File: config.mk
export PLATFORM = sky130hd
export DESIGN_NAME = ctrl_pipe_unit
export DESIGN_NICKNAME = d
export VERILOG_FILES = /design/src/rtl/ctrl_pkg.sv /design/src/rtl/ctrl_pipe_unit_decode.sv /design/src/rtl/ctrl_pipe_unit.sv
export SDC_FILE = /design/constraint.sdc
export NUM_CORES = 1
export LEC_CHECK = 0
export ABC_AREA = 1
export CAP_MARGIN = 20
export CORE_MARGIN = 5
export CORE_UTILIZATION = 30
export DETAILED_ROUTE_END_ITERATION = 10
export GPL_ROUTABILITY_DRIVEN = 0
export HOLD_SLACK_MARGIN = 0.08
export MAX_ROUTING_LAYER = met4
export SETUP_SLACK_MARGIN = 0.5
export SYNTH_ARGS = -nofsm -noshare
export SYNTH_HDL_FRONTEND = slang
export SYNTH_SLANG_ARGS = --single-unit
export TNS_END_PERCENT = 5
File: constraint.sdc
create_clock -name clk -period 1.72 [get_ports clk]
set_clock_uncertainty 0.2 [all_clocks]
set_input_delay 0.43 -clock clk [delete_from_list [all_inputs] [get_ports clk]]
set_output_delay 0.43 -clock clk [all_outputs]
set_load 0.01 [all_outputs]
File: src/rtl/ctrl_pkg.sv
// Shared definitions for the MIPS32 control pipeline: bundle layout, opcode/funct
// constants, ALU encodings and the mul/div sequencer state type.
package ctrl_pkg;

  localparam int unsigned CTRL_W = 21;

  // Bundle bit positions, LSB first
  localparam int unsigned B_ALU_LSB     = 0;
  localparam int unsigned ALU_W         = 3;
  localparam int unsigned B_ZEXT        = 3;
  localparam int unsigned B_MULDIV      = 4;
  localparam int unsigned B_JR          = 5;
  localparam int unsigned B_DM_LOAD     = 6;
  localparam int unsigned B_JAL_WD      = 7;
  localparam int unsigned B_WR_RA_INSTR = 8;
  localparam int unsigned B_WR_RA_JAL   = 9;
  localparam int unsigned B_ALU_SRC_IMM = 10;
  localparam int unsigned B_MUL0_DIV1   = 11;
  localparam int unsigned B_HI0_LO1     = 12;
  localparam int unsigned B_HILO_MOV    = 13;
  localparam int unsigned B_ARITH       = 14;
  localparam int unsigned B_SLT         = 15;
  localparam int unsigned B_WE_DM       = 16;
  localparam int unsigned B_WE_REG      = 17;
  localparam int unsigned B_JUMP        = 18;
  localparam int unsigned B_BRANCH      = 19;
  localparam int unsigned B_ILLEGAL     = 20;

  typedef enum logic [2:0] {
    ALU_AND = 3'b000,
    ALU_OR  = 3'b001,
    ALU_ADD = 3'b010,
    ALU_SUB = 3'b110,
    ALU_SLT = 3'b111
  } alu_ctrl_e;

  typedef enum logic {
    MD_IDLE,
    MD_BUSY
  } md_state_e;

  localparam logic [5:0] OP_RTYPE = 6'b000000;
  localparam logic [5:0] OP_J     = 6'b000010;
  localparam logic [5:0] OP_JAL   = 6'b000011;
  localparam logic [5:0] OP_BEQ   = 6'b000100;
  localparam logic [5:0] OP_ADDI  = 6'b001000;
  localparam logic [5:0] OP_ADDIU = 6'b001001;
  localparam logic [5:0] OP_SLTI  = 6'b001010;
  localparam logic [5:0] OP_ANDI  = 6'b001100;
  localparam logic [5:0] OP_ORI   = 6'b001101;
  localparam logic [5:0] OP_LW    = 6'b100011;
  localparam logic [5:0] OP_SW    = 6'b101011;

  localparam logic [5:0] F_SLL    = 6'b000000;
  localparam logic [5:0] F_JR     = 6'b001000;
  localparam logic [5:0] F_MFHI   = 6'b010000;
  localparam logic [5:0] F_MFLO   = 6'b010010;
  localparam logic [5:0] F_MULT   = 6'b011000;
  localparam logic [5:0] F_MULTU  = 6'b011001;
  localparam logic [5:0] F_DIV    = 6'b011010;
  localparam logic [5:0] F_DIVU   = 6'b011011;
  localparam logic [5:0] F_ADD    = 6'b100000;
  localparam logic [5:0] F_SUB    = 6'b100010;
  localparam logic [5:0] F_AND    = 6'b100100;
  localparam logic [5:0] F_OR     = 6'b100101;
  localparam logic [5:0] F_SLT    = 6'b101010;

endpackage

File: src/rtl/ctrl_pipe_unit_decode.sv
// Combinational opcode/funct decode into the control bundle.
module ctrl_decode
  import ctrl_pkg::*;
(
  input  logic [5:0]        opcode,
  input  logic [5:0]        funct,
  output logic [CTRL_W-1:0] ctrl
);

  always_comb begin
    ctrl = '0;
    case (opcode)
      OP_RTYPE: begin
        case (funct)
          F_SLL: begin
            // only sll $0 reaches here in practice; treated as NOP
          end
          F_ADD: begin
            ctrl[B_ALU_LSB +: ALU_W] = ALU_ADD;
            ctrl[B_WR_RA_INSTR] = 1'b1;
            ctrl[B_ARITH]       = 1'b1;
            ctrl[B_WE_REG]      = 1'b1;
          end
          F_SUB: begin
            ctrl[B_ALU_LSB +: ALU_W] = ALU_SUB;
            ctrl[B_WR_RA_INSTR] = 1'b1;
            ctrl[B_ARITH]       = 1'b1;
            ctrl[B_WE_REG]      = 1'b1;
          end
          F_AND: begin
            ctrl[B_ALU_LSB +: ALU_W] = ALU_AND;
            ctrl[B_WR_RA_INSTR] = 1'b1;
            ctrl[B_WE_REG]      = 1'b1;
          end
          F_OR: begin
            ctrl[B_ALU_LSB +: ALU_W] = ALU_OR;
            ctrl[B_WR_RA_INSTR] = 1'b1;
            ctrl[B_WE_REG]      = 1'b1;
          end
          F_SLT: begin
            ctrl[B_ALU_LSB +: ALU_W] = ALU_SLT;
            ctrl[B_WR_RA_INSTR] = 1'b1;
            ctrl[B_SLT]         = 1'b1;
            ctrl[B_WE_REG]      = 1'b1;
          end
          F_JR: ctrl[B_JR] = 1'b1;
          F_MULT, F_MULTU: ctrl[B_MULDIV] = 1'b1;
          F_DIV, F_DIVU: begin
            ctrl[B_MULDIV]    = 1'b1;
            ctrl[B_MUL0_DIV1] = 1'b1;
          end
          F_MFHI, F_MFLO: begin
            ctrl[B_HILO_MOV]    = 1'b1;
            ctrl[B_HI0_LO1]     = (funct == F_MFLO);
            ctrl[B_WR_RA_INSTR] = 1'b1;
            ctrl[B_WE_REG]      = 1'b1;
          end
          default: ctrl[B_ILLEGAL] = 1'b1;
        endcase
      end
      OP_LW: begin
        ctrl[B_ALU_LSB +: ALU_W] = ALU_ADD;
        ctrl[B_ALU_SRC_IMM] = 1'b1;
        ctrl[B_DM_LOAD]     = 1'b1;
        ctrl[B_WE_REG]      = 1'b1;
      end
      OP_SW: begin
        ctrl[B_ALU_LSB +: ALU_W] = ALU_ADD;
        ctrl[B_ALU_SRC_IMM] = 1'b1;
        ctrl[B_WE_DM]       = 1'b1;
      end
      OP_BEQ: begin
        ctrl[B_ALU_LSB +: ALU_W] = ALU_SUB;
        ctrl[B_BRANCH] = 1'b1;
      end
      OP_ADDI, OP_ADDIU: begin
        ctrl[B_ALU_LSB +: ALU_W] = ALU_ADD;
        ctrl[B_ALU_SRC_IMM] = 1'b1;
        ctrl[B_ARITH]       = (opcode == OP_ADDI);
        ctrl[B_WE_REG]      = 1'b1;
      end
      OP_ANDI, OP_ORI: begin
        ctrl[B_ALU_LSB +: ALU_W] = (opcode == OP_ORI) ? ALU_OR : ALU_AND;
        ctrl[B_ZEXT]        = 1'b1;
        ctrl[B_ALU_SRC_IMM] = 1'b1;
        ctrl[B_WE_REG]      = 1'b1;
      end
      OP_SLTI: begin
        ctrl[B_ALU_LSB +: ALU_W] = ALU_SLT;
        ctrl[B_ALU_SRC_IMM] = 1'b1;
        ctrl[B_SLT]         = 1'b1;
        ctrl[B_WE_REG]      = 1'b1;
      end
      OP_J: ctrl[B_JUMP] = 1'b1;
      OP_JAL: begin
        ctrl[B_JUMP]      = 1'b1;
        ctrl[B_JAL_WD]    = 1'b1;
        ctrl[B_WR_RA_JAL] = 1'b1;
        ctrl[B_WE_REG]    = 1'b1;
      end
      default: ctrl[B_ILLEGAL] = 1'b1;
    endcase
  end

endmodule

File: src/rtl/ctrl_pipe_unit.sv
// Control pipeline: ID decode, NUM_STAGES registered control slots with bubble
// insertion, and the mul/div busy sequencer driving the HI/LO hazard stall.
module ctrl_pipe_unit
  import ctrl_pkg::*;
#(
  parameter int unsigned NUM_STAGES = 3,
  parameter int unsigned MUL_LAT    = 4,
  parameter int unsigned DIV_LAT    = 32
) (
  input  logic                         clk,
  input  logic                         rst,
  input  logic [5:0]                   opcode,
  input  logic [5:0]                   funct,
  input  logic                         stall,
  input  logic                         flush,
  output logic [CTRL_W-1:0]            id_ctrl,
  output logic [NUM_STAGES*CTRL_W-1:0] stage_ctrl,
  output logic                         id_stall,
  output logic                         md_busy,
  output logic                         md_start,
  output logic                         md_done
);

  localparam int unsigned MAX_LAT = (MUL_LAT > DIV_LAT) ? MUL_LAT : DIV_LAT;
  localparam int unsigned CNT_W   = (MAX_LAT > 1) ? $clog2(MAX_LAT) : 1;
  localparam logic [CNT_W-1:0] MUL_CNT = CNT_W'(MUL_LAT - 1);
  localparam logic [CNT_W-1:0] DIV_CNT = CNT_W'(DIV_LAT - 1);
  localparam logic MUL_ONE = (MUL_LAT == 1);
  localparam logic DIV_ONE = (DIV_LAT == 1);

  logic [CTRL_W-1:0] slot_q [NUM_STAGES];
  md_state_e         state_q, state_d;
  logic [CNT_W-1:0]  cnt_q, cnt_d;
  logic              hazard_stall;
  logic              done_c;
  logic              div_sel;

  ctrl_decode u_decode (
    .opcode (opcode),
    .funct  (funct),
    .ctrl   (id_ctrl)
  );

  assign md_busy      = (state_q == MD_BUSY);
  assign hazard_stall = md_busy & (id_ctrl[B_HILO_MOV] | id_ctrl[B_MULDIV]);
  assign id_stall     = stall | hazard_stall;
  assign md_start     = slot_q[0][B_MULDIV];
  assign div_sel      = slot_q[0][B_MUL0_DIV1];

  always_ff @(posedge clk) begin
    if (rst) begin
      for (int unsigned k = 0; k < NUM_STAGES; k++) slot_q[k] <= '0;
    end else begin
      slot_q[0] <= (flush || id_stall) ? '0 : id_ctrl;
      for (int unsigned k = 1; k < NUM_STAGES; k++) slot_q[k] <= slot_q[k-1];
    end
  end

  always_comb begin
    stage_ctrl = '0;
    for (int unsigned k = 0; k < NUM_STAGES; k++)
      stage_ctrl[k*CTRL_W +: CTRL_W] = slot_q[k];
  end

  always_ff @(posedge clk) begin
    if (rst) begin
      state_q <= MD_IDLE;
      cnt_q   <= '0;
    end else begin
      state_q <= state_d;
      cnt_q   <= cnt_d;
    end
  end

  // Single-cycle latency completes in the start cycle without entering BUSY
  always_comb begin
    state_d = state_q;
    cnt_d   = cnt_q;
    done_c  = 1'b0;
    case (state_q)
      MD_IDLE: begin
        if (md_start) begin
          if (div_sel ? DIV_ONE : MUL_ONE) begin
            done_c = 1'b1;
          end else begin
            state_d = MD_BUSY;
            cnt_d   = div_sel ? DIV_CNT : MUL_CNT;
          end
        end
      end
      MD_BUSY: begin
        if (cnt_q == CNT_W'(1)) begin
          done_c  = 1'b1;
          state_d = MD_IDLE;
          cnt_d   = '0;
        end else begin
          cnt_d = cnt_q - CNT_W'(1);
        end
      end
      default: begin
        state_d = MD_IDLE;
        cnt_d   = '0;
      end
    endcase
  end

  assign md_done = done_c & ~rst;

endmodule

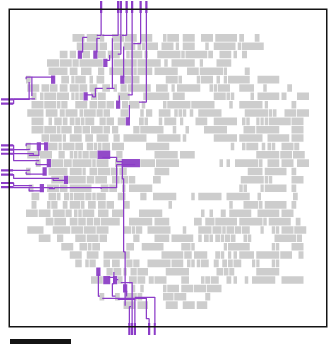
**Above:** wires at chosen ports, followed through buffers.
Bar = 20 um.
color	port	bits	direction	edge	end cells	buffers	wire
purple	`id_ctrl`	21	output	9 left, 7 top, 5 bottom	20	22	513 um

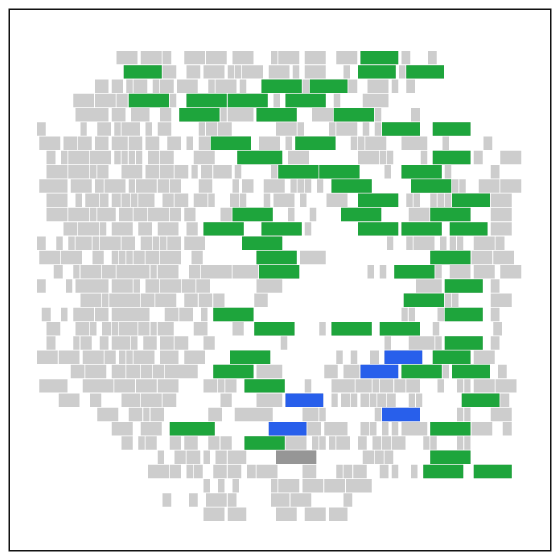
**Above:** where the registers sit.
color	name in the netlist	sequential cells
green	`slot_q`	60
blue	`cnt_q`	5
not colored	1
sequential power: 1.53 mW
flop share of the area: 0.289

==> Changelog: implementation <==
### Changed

* Status: finished, violations left
* Failing checks: setup timing
* Kind of end point of the critical path: output pin
* Synth Instances at 336
* Final Power at 2.99 mW
* Synth unique cells at 28
* CP required at 1.09 ns
* CTS tree: done
* Worst R2R Start: cnt_q[1]
* Per-cell routed wire length at 12.9 um
* GR met2 Demand/Resource at 0.264
* Row cnt at 33
* Synthesized chip area reported by yosys at 2590 um^2
* CTS Sinks at 66
* Largest area contributor in the netlist: dfxtp_1
* Crit path capture: id_ctrl[20]
* Gr usage total at 0.157
* Syn_nets at 354
* GRT met1 Usage at 0.173
* YS warnings at 0
* Die width at 103 um
* Adder share at 0.00966
* Hold path startpoint: slot_q[0][2]
* CP max stage delay at 0.15 ns
* Post-synthesis instance area at 2590 um^2
* Htree depth at 3
* Tmin final at 2.13 ns
* Slew HR at 0.753
* Setup TNS Final at -6.02 ns
* Met3 GRT Util at 0.0379
* Routed wire length at 8070 um
* Fin. max-slew vios at 0
* Detailed-route DRC error count at 0
* Root Buffer Master: clkbuf_8
* First-pass GRT wire length at 12400 um
* Register share after synthesis at 0.510
* CP Launch Point: opcode[4]
* Buffers on Ports at 103
* Routed length on met3 at 446 um
* DPL Wire Length at 5550 um
* Gr busiest metal: met2
* RR Endpoint: cnt_q[4]
* N_diodes at 0
* RSZ-0062 raised after global routing: true
* Vias per inst at approximately 4.2
* Crit path cell chain: buf_8, nor2_4, nand2_4, inv_6, nand2_4, nor2_1, nand2_1, nor2_2, nor2_1, inv_1, buf_6
* Met2 WL at 4220 um
* Clock latency on the worst-skew pair at 0.33 ns
* Mux frac, synth at 0
* Initial drt markers at 93
* Top sig layer: met4
* Fmax at 0.469 GHz
* Fraction of layout cells with a size suffix above 1 at 0.616
* Ys flops at 66
* ANT nets after route at 0
* I/O pin total at 104
* Most frequent logic cells in the routed design: 74 x inv_1, 74 x buf_6, 64 x buf_4, 49 x nor2_1, 42 x dfxtp_2
* Num CTS Buffers at 9
* Maximum vdd drop at 0.339 mV
* Pleak at 2.37 nW
* Critical Path Fanout Max at 5
* Final setup margin at -0.411 ns
* Worst min path class: reg2reg
* DIE AREA at 10600 um^2
* Final Cell Area at 4780 um^2
* Comb area leader: simple AND/OR/NAND/NOR gates
* Nets at 532
* Reg2Reg Setup Slack at 0.35 ns
* Critical Path Start Type: input pin
* OpenROAD warning count at 30
* Core ar. at 8300 um^2
* # setup viols final at 24
* Setup CP Type: in2out
* Total gr overflow at 0
* Worst EP arrival at 1.50 ns
* Post-Route M1 WL at 3140 um
power by group:
part           total, mW  switching, mW  internal (mW)
combinational      0.327          0.169          0.158
sequential          1.53        0.00308           1.53
clock               1.13          0.533          0.592
total               2.99          0.705           2.28
cell type report:
cell class	count	area, um^2
clock inverter	2	12.5
tap	105	131
fill	719	3520
multi-input combinational	173	1150
timing repair buffer	180	1610
inverter	84	333
sequential	66	1380
clock buffer	13	159
state kept, by name (all words and copies together), names as in the netlist:
register  cells
slot_q       60
cnt_q         5
md_busy       1
stage by stage:
| stage | utilization | setup WS (ns) |
|---|---|---|
| floorplan | - | -0.106 |
| global route | 0.576 | -0.460 |
| detailed placement | 0.487 | -1.20 |
| finish | 0.576 | -0.411 |
| CTS | 0.550 | -0.355 |
| global placement | 0.487 | -1.18 |
what timing repair did:
action                                  in CTS  in global routing
endpoints found under the setup margin     154                154
pin swaps                                   32                 13
hold buffers                                 0                  0
setup buffers                               25                  5
gates resized                              523                 88
synth_stat cells:
cell type / count
a31oi_1: 1
nor2_1: 68
nand4_1: 3
ha_1: 2
nand2_4: 2
nand3_1: 19
clkbuf_1: 5
nor3_2: 1
nor2_8: 1
inv_1: 81
a211oi_1: 1
nand2_1: 26
a221oi_1: 1
o21ai_0: 6
or2_1: 1
o21ai_1: 1
buf_4: 6
nor3_1: 3
buf_6: 2
a21oi_1: 6
nand3_2: 1
nand3b_1: 1
dfxtp_1: 66
nand2_2: 2
nor2_4: 2
nor2_2: 23
xor2_1: 2
inv_2: 3
worst max-delay path: cells and delay by family:
kind | cells | cell delay (ns)
simple gates | 7 | 0.70
buf+inv | 4 | 0.36
cells by family after synthesis:
logic type | Yosys count
xor+xnor | 2
fa+ha+maj | 2
flops | 66
buf+inv | 97
simple gates | 153
compound gates | 16
Power and IR drop assume default switching activity.
